Figure 1. Metal layers overlaid.
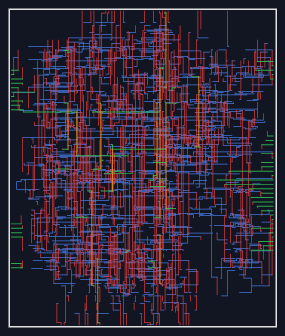
Figure 2. Selected gate families.
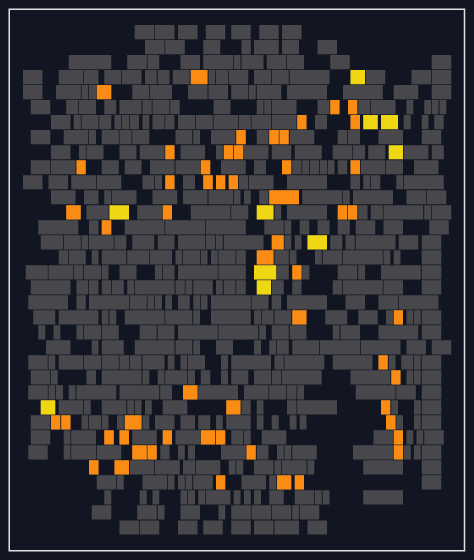
### src/rtl/seq_pkg.sv
// seq_pkg: shared states, constants and pattern-word helpers for the step sequencer
package seq_pkg;
  typedef enum logic [1:0] {IDLE, FETCH, WAIT_DATA, HOLD} seq_state_t;
  localparam int MIN_TEMPO_DIV = 3;
  localparam int DEF_NOTE_WIDTH = 7;
  localparam int STEP_ACTIVE_BIT = DEF_NOTE_WIDTH;
  function automatic logic [DEF_NOTE_WIDTH:0] pack_step(input logic active, input logic [DEF_NOTE_WIDTH-1:0] note);
    return {active, note};
  endfunction
  function automatic logic step_active(input logic [DEF_NOTE_WIDTH:0] word);
    return word[STEP_ACTIVE_BIT];
  endfunction
  function automatic logic [DEF_NOTE_WIDTH-1:0] step_note(input logic [DEF_NOTE_WIDTH:0] word);
    return word[DEF_NOTE_WIDTH-1:0];
  endfunction
endpackage

### src/rtl/step_sequencer_ctrl_step_timer.sv
// step_timer: tempo counter (clear/restart), clamped-period terminal count, gate window test on the next count
module step_timer #(
  parameter int DIV_WIDTH = 24
) (
  input  logic                 clk,
  input  logic                 reset,
  input  logic                 clear,
  input  logic [DIV_WIDTH-1:0] tempo_div,
  input  logic [DIV_WIDTH-1:0] gate_len,
  output logic                 term,
  output logic                 gate_open
);
  import seq_pkg::*;
  logic [DIV_WIDTH-1:0] count, count_next, period;
  always_comb begin
    period = tempo_div < DIV_WIDTH'(MIN_TEMPO_DIV) ? DIV_WIDTH'(MIN_TEMPO_DIV) : tempo_div;
    count_next = clear ? '0 : count + 1'b1;
    term = count >= period - 1'b1;
    gate_open = count_next < gate_len;
  end
  always_ff @(posedge clk) begin
    if (reset) count <= '0;
    else count <= count_next;
  end
endmodule

### src/rtl/step_sequencer_ctrl.sv
// step_sequencer_ctrl: fetches one pattern word per step, times steps, drives note/gate to the voice
module step_sequencer_ctrl #(
  parameter int STEP_BITS  = 4,
  parameter int DIV_WIDTH  = 24,
  parameter int NOTE_WIDTH = 7
) (
  input  logic                  clk,
  input  logic                  reset,
  input  logic                  play,
  input  logic                  stop,
  input  logic [DIV_WIDTH-1:0]  tempo_div,
  input  logic [DIV_WIDTH-1:0]  gate_len,
  input  logic [STEP_BITS:0]    seq_length,
  output logic                  mem_rd_en,
  output logic [STEP_BITS-1:0]  mem_addr,
  input  logic [NOTE_WIDTH:0]   mem_rd_data,
  output logic [NOTE_WIDTH-1:0] note_out,
  output logic                  gate_out,
  output logic                  step_tick,
  output logic [STEP_BITS-1:0]  current_step,
  output logic                  running
);
  import seq_pkg::*;
  localparam logic [STEP_BITS:0] LEN_MAX = (STEP_BITS+1)'(2**STEP_BITS);
  seq_state_t state, state_next;
  logic [STEP_BITS-1:0] step, step_next, step_adv;
  logic [STEP_BITS:0] len_eff;
  logic active, active_next, gate_next, go_fetch, stop_now, latch, term, gate_open, clear;
  step_timer #(.DIV_WIDTH(DIV_WIDTH)) u_timer (
    .clk(clk),
    .reset(reset),
    .clear(clear),
    .tempo_div(tempo_div),
    .gate_len(gate_len),
    .term(term),
    .gate_open(gate_open)
  );
  always_comb begin
    stop_now = stop && state != IDLE;
    go_fetch = !stop && ((state == IDLE && play) || (state == HOLD && term));
    latch = state == WAIT_DATA && !stop;
    len_eff = seq_length == '0 ? (STEP_BITS+1)'(1) : seq_length > LEN_MAX ? LEN_MAX : seq_length;
    step_adv = ({1'b0, step} + 1'b1 >= len_eff) ? '0 : step + 1'b1;
    step_next = (stop_now || state == IDLE) ? '0 : go_fetch ? step_adv : step;
    state_next = stop_now ? IDLE : go_fetch ? FETCH : state == FETCH ? WAIT_DATA : state == WAIT_DATA ? HOLD : state;
    active_next = latch ? mem_rd_data[NOTE_WIDTH] : active;
    // FETCH/WAIT_DATA keep the previous gate so a legato note bridges into the next step
    gate_next = state_next != IDLE && (state_next == HOLD ? active_next : gate_out) && gate_open;
    clear = go_fetch || state_next == IDLE;
  end
  always_ff @(posedge clk) begin
    if (reset) begin
      state <= IDLE;
      step <= '0;
      active <= 1'b0;
      mem_rd_en <= 1'b0;
      mem_addr <= '0;
      note_out <= '0;
      gate_out <= 1'b0;
      step_tick <= 1'b0;
      current_step <= '0;
      running <= 1'b0;
    end else begin
      state <= state_next;
      step <= step_next;
      active <= active_next;
      mem_rd_en <= go_fetch;
      mem_addr <= go_fetch ? step_next : mem_addr;
      gate_out <= gate_next;
      step_tick <= latch;
      current_step <= latch ? step : current_step;
      note_out <= latch && mem_rd_data[NOTE_WIDTH] ? mem_rd_data[NOTE_WIDTH-1:0] : note_out;
      running <= state_next != IDLE;
    end
  end
endmodule

### config.mk
export PLATFORM = sky130hd
export DESIGN_NAME = step_sequencer_ctrl
export DESIGN_NICKNAME = d
export VERILOG_FILES = /design/src/rtl/seq_pkg.sv /design/src/rtl/step_sequencer_ctrl_step_timer.sv /design/src/rtl/step_sequencer_ctrl.sv
export SDC_FILE = /design/constraint.sdc
export NUM_CORES = 1
export LEC_CHECK = 0
export CAP_MARGIN = 20
export CORE_ASPECT_RATIO = 1.2
export CORE_MARGIN = 2
export CORE_UTILIZATION = 54
export DETAILED_ROUTE_END_ITERATION = 8
export PLACE_DENSITY = 0.86
export SETUP_SLACK_MARGIN = 0.05
export SLEW_MARGIN = 20
export SYNTH_ARGS = -nofsm -noshare
export SYNTH_HDL_FRONTEND = slang
export SYNTH_SLANG_ARGS = --single-unit
### constraint.sdc
create_clock -name clk -period 12.9 [get_ports clk]
set_clock_uncertainty 0.05 [all_clocks]
set_input_delay 1.935 -clock clk [delete_from_list [all_inputs] [get_ports clk]]
set_output_delay 1.935 -clock clk [all_outputs]
set_load 0.05 [all_outputs]
==> summary.rpt <==
FLOW METRICS REPORT
----------------------------------------------------
[Status]
  Outcome ........................ finished, final reports clean

[Synthesis]
  Top non-seq family ........................ simple AND/OR/NAND/NOR gates
  AND/OR/NAND/NOR Cells, Area Fraction ........................ 30.4%
  Most used flip-flop cell ........................ sky130_fd_sc_hd__dfxtp_1
  Yosys reg bits ........................ 50
  Largest type area fraction ........................ 25.3%
  Cell count listed in synth_stat.txt ........................ 489
  Most common cell in the synthesized netlist ........................ sky130_fd_sc_hd__nor2_1
  Total standard cell area after synthesis ........................ 3960 sq um

[Routing]
  TritonRoute pass-1 iters ........................ 4
  Post-detailed-route DRC marker count ........................ 0
  Wire length on met1 ........................ 3.63 mm
  DR iter-0 viols ........................ 103

[Timing]
  Slew Limit Headroom ........................ 37.4%
  RSZ-0062 raised after global routing ........................ false
  Tightest hold margin ........................ 0.411 ns
  Final number of max-transition violations ........................ 0

[Finish]
  Area occupied by multi-input gates ........................ 2780 sq um
  Footprint of the flip-flops and latches ........................ 1000 sq um
  Largest register by flop count ........................ u_timer.count
  Commonest Layout Cell ........................ sky130_fd_sc_hd__clkdlybuf4s50_1
  Number of filler cells placed in the layout ........................ 586
  Count of nets after finishing ........................ 687
  Clock network area share ........................ 1.75%
  Final instance area ........................ 4930 sq um

[Clock tree]
  Resized Gates After CTS ........................ 0
  Number of buffers created by CTS ........................ 5
  Worst-case clock buffer depth ........................ 2
  Depth of the CTS H-tree ........................ 2
  CTS tree ........................ built

[Pwr]
  NetSw ........................ 0.0799 mW
  Pwr per Cell Area ........................ 61.7 nW/um^2
  Clock network power consumption ........................ 0.0896 mW
  Total design power ........................ 0.304 mW
  Clock network power share ........................ 29.4%
  Top pwr grp ........................ registers

[Setup path]
  Cell with the largest stage delay on the worst path ........................ sky130_fd_sc_hd__or4_1
  Longest individual stage delay on the worst path ........................ 0.58 ns
  Most used cell, CP ........................ sky130_fd_sc_hd__ha_1
  Critical Path Start Type ........................ input pin
  Req. time, crit path ........................ 13.04 ns

[Floorplanning]
  I/O pin cnt ........................ 84
  Effective utilization at floorplan ........................ 55.1%

[GRT]
  Vias in the first global route ........................ 3816
  First-pass GRT wire length ........................ 15.4 mm
  Maximum number of pins on one net before global-route repair ........................ 35

[Placed design]
  Number of cells after detailed placement ........................ 650

[Hold path]
  Path type of the worst min-delay path ........................ reg -> reg

----------------------------------------------------
-- Figure 1 (at the start) --
[orange] met4 | wire length: 272 um
[blue] met1 | wire length: 3630 um
[green] met3 | wire length: 325 um
[red] met2 | wire length: 4990 um
post-detailed-route wirelength per cell: 14.0 um
final routed wirelength across all metal layers: 9.21 mm
total global routing track utilization: 23.6%
total number of vias: 3676

-- Figure 2 (at the start) --
[yellow] AND-OR and OR-AND gates | cells: 10 | most used: o21a_1
[orange] inverting AOI/OAI gates | cells: 55 | most used: a21oi_1

path summary, 6_finish.rpt:
| path | from | cells past startpoint | slack, ns | end |
|---|---|---|---|---|
| worst min register to register | note_out[5]$_SDFFE_PP0P_ | 2 | 0.41 | note_out[5]$_SDFFE_PP0P_ |
| worst min-delay path | note_out[5]$_SDFFE_PP0P_ | 2 | 0.41 | note_out[5]$_SDFFE_PP0P_ |
| worst max-delay path | tempo_div[17] | 23 | 4.84 | gate_out$_SDFF_PP0_ |
| worst max register to register | u_timer.count[0]$_SDFF_PP0_ | 14 | 8.42 | gate_out$_SDFF_PP0_ |
layer usage:
| layer | GRT usage (%) | up-vias |
|---|---|---|
| li1 | - | 1862 |
| met3 | 3.14 | 28 |
| met5 | 0 | - |
| met4 | 10.0 | 0 |
| met2 | 45.3 | 98 |
| met1 | 24.3 | 1688 |
Power is estimated from default activity; no workload was simulated.
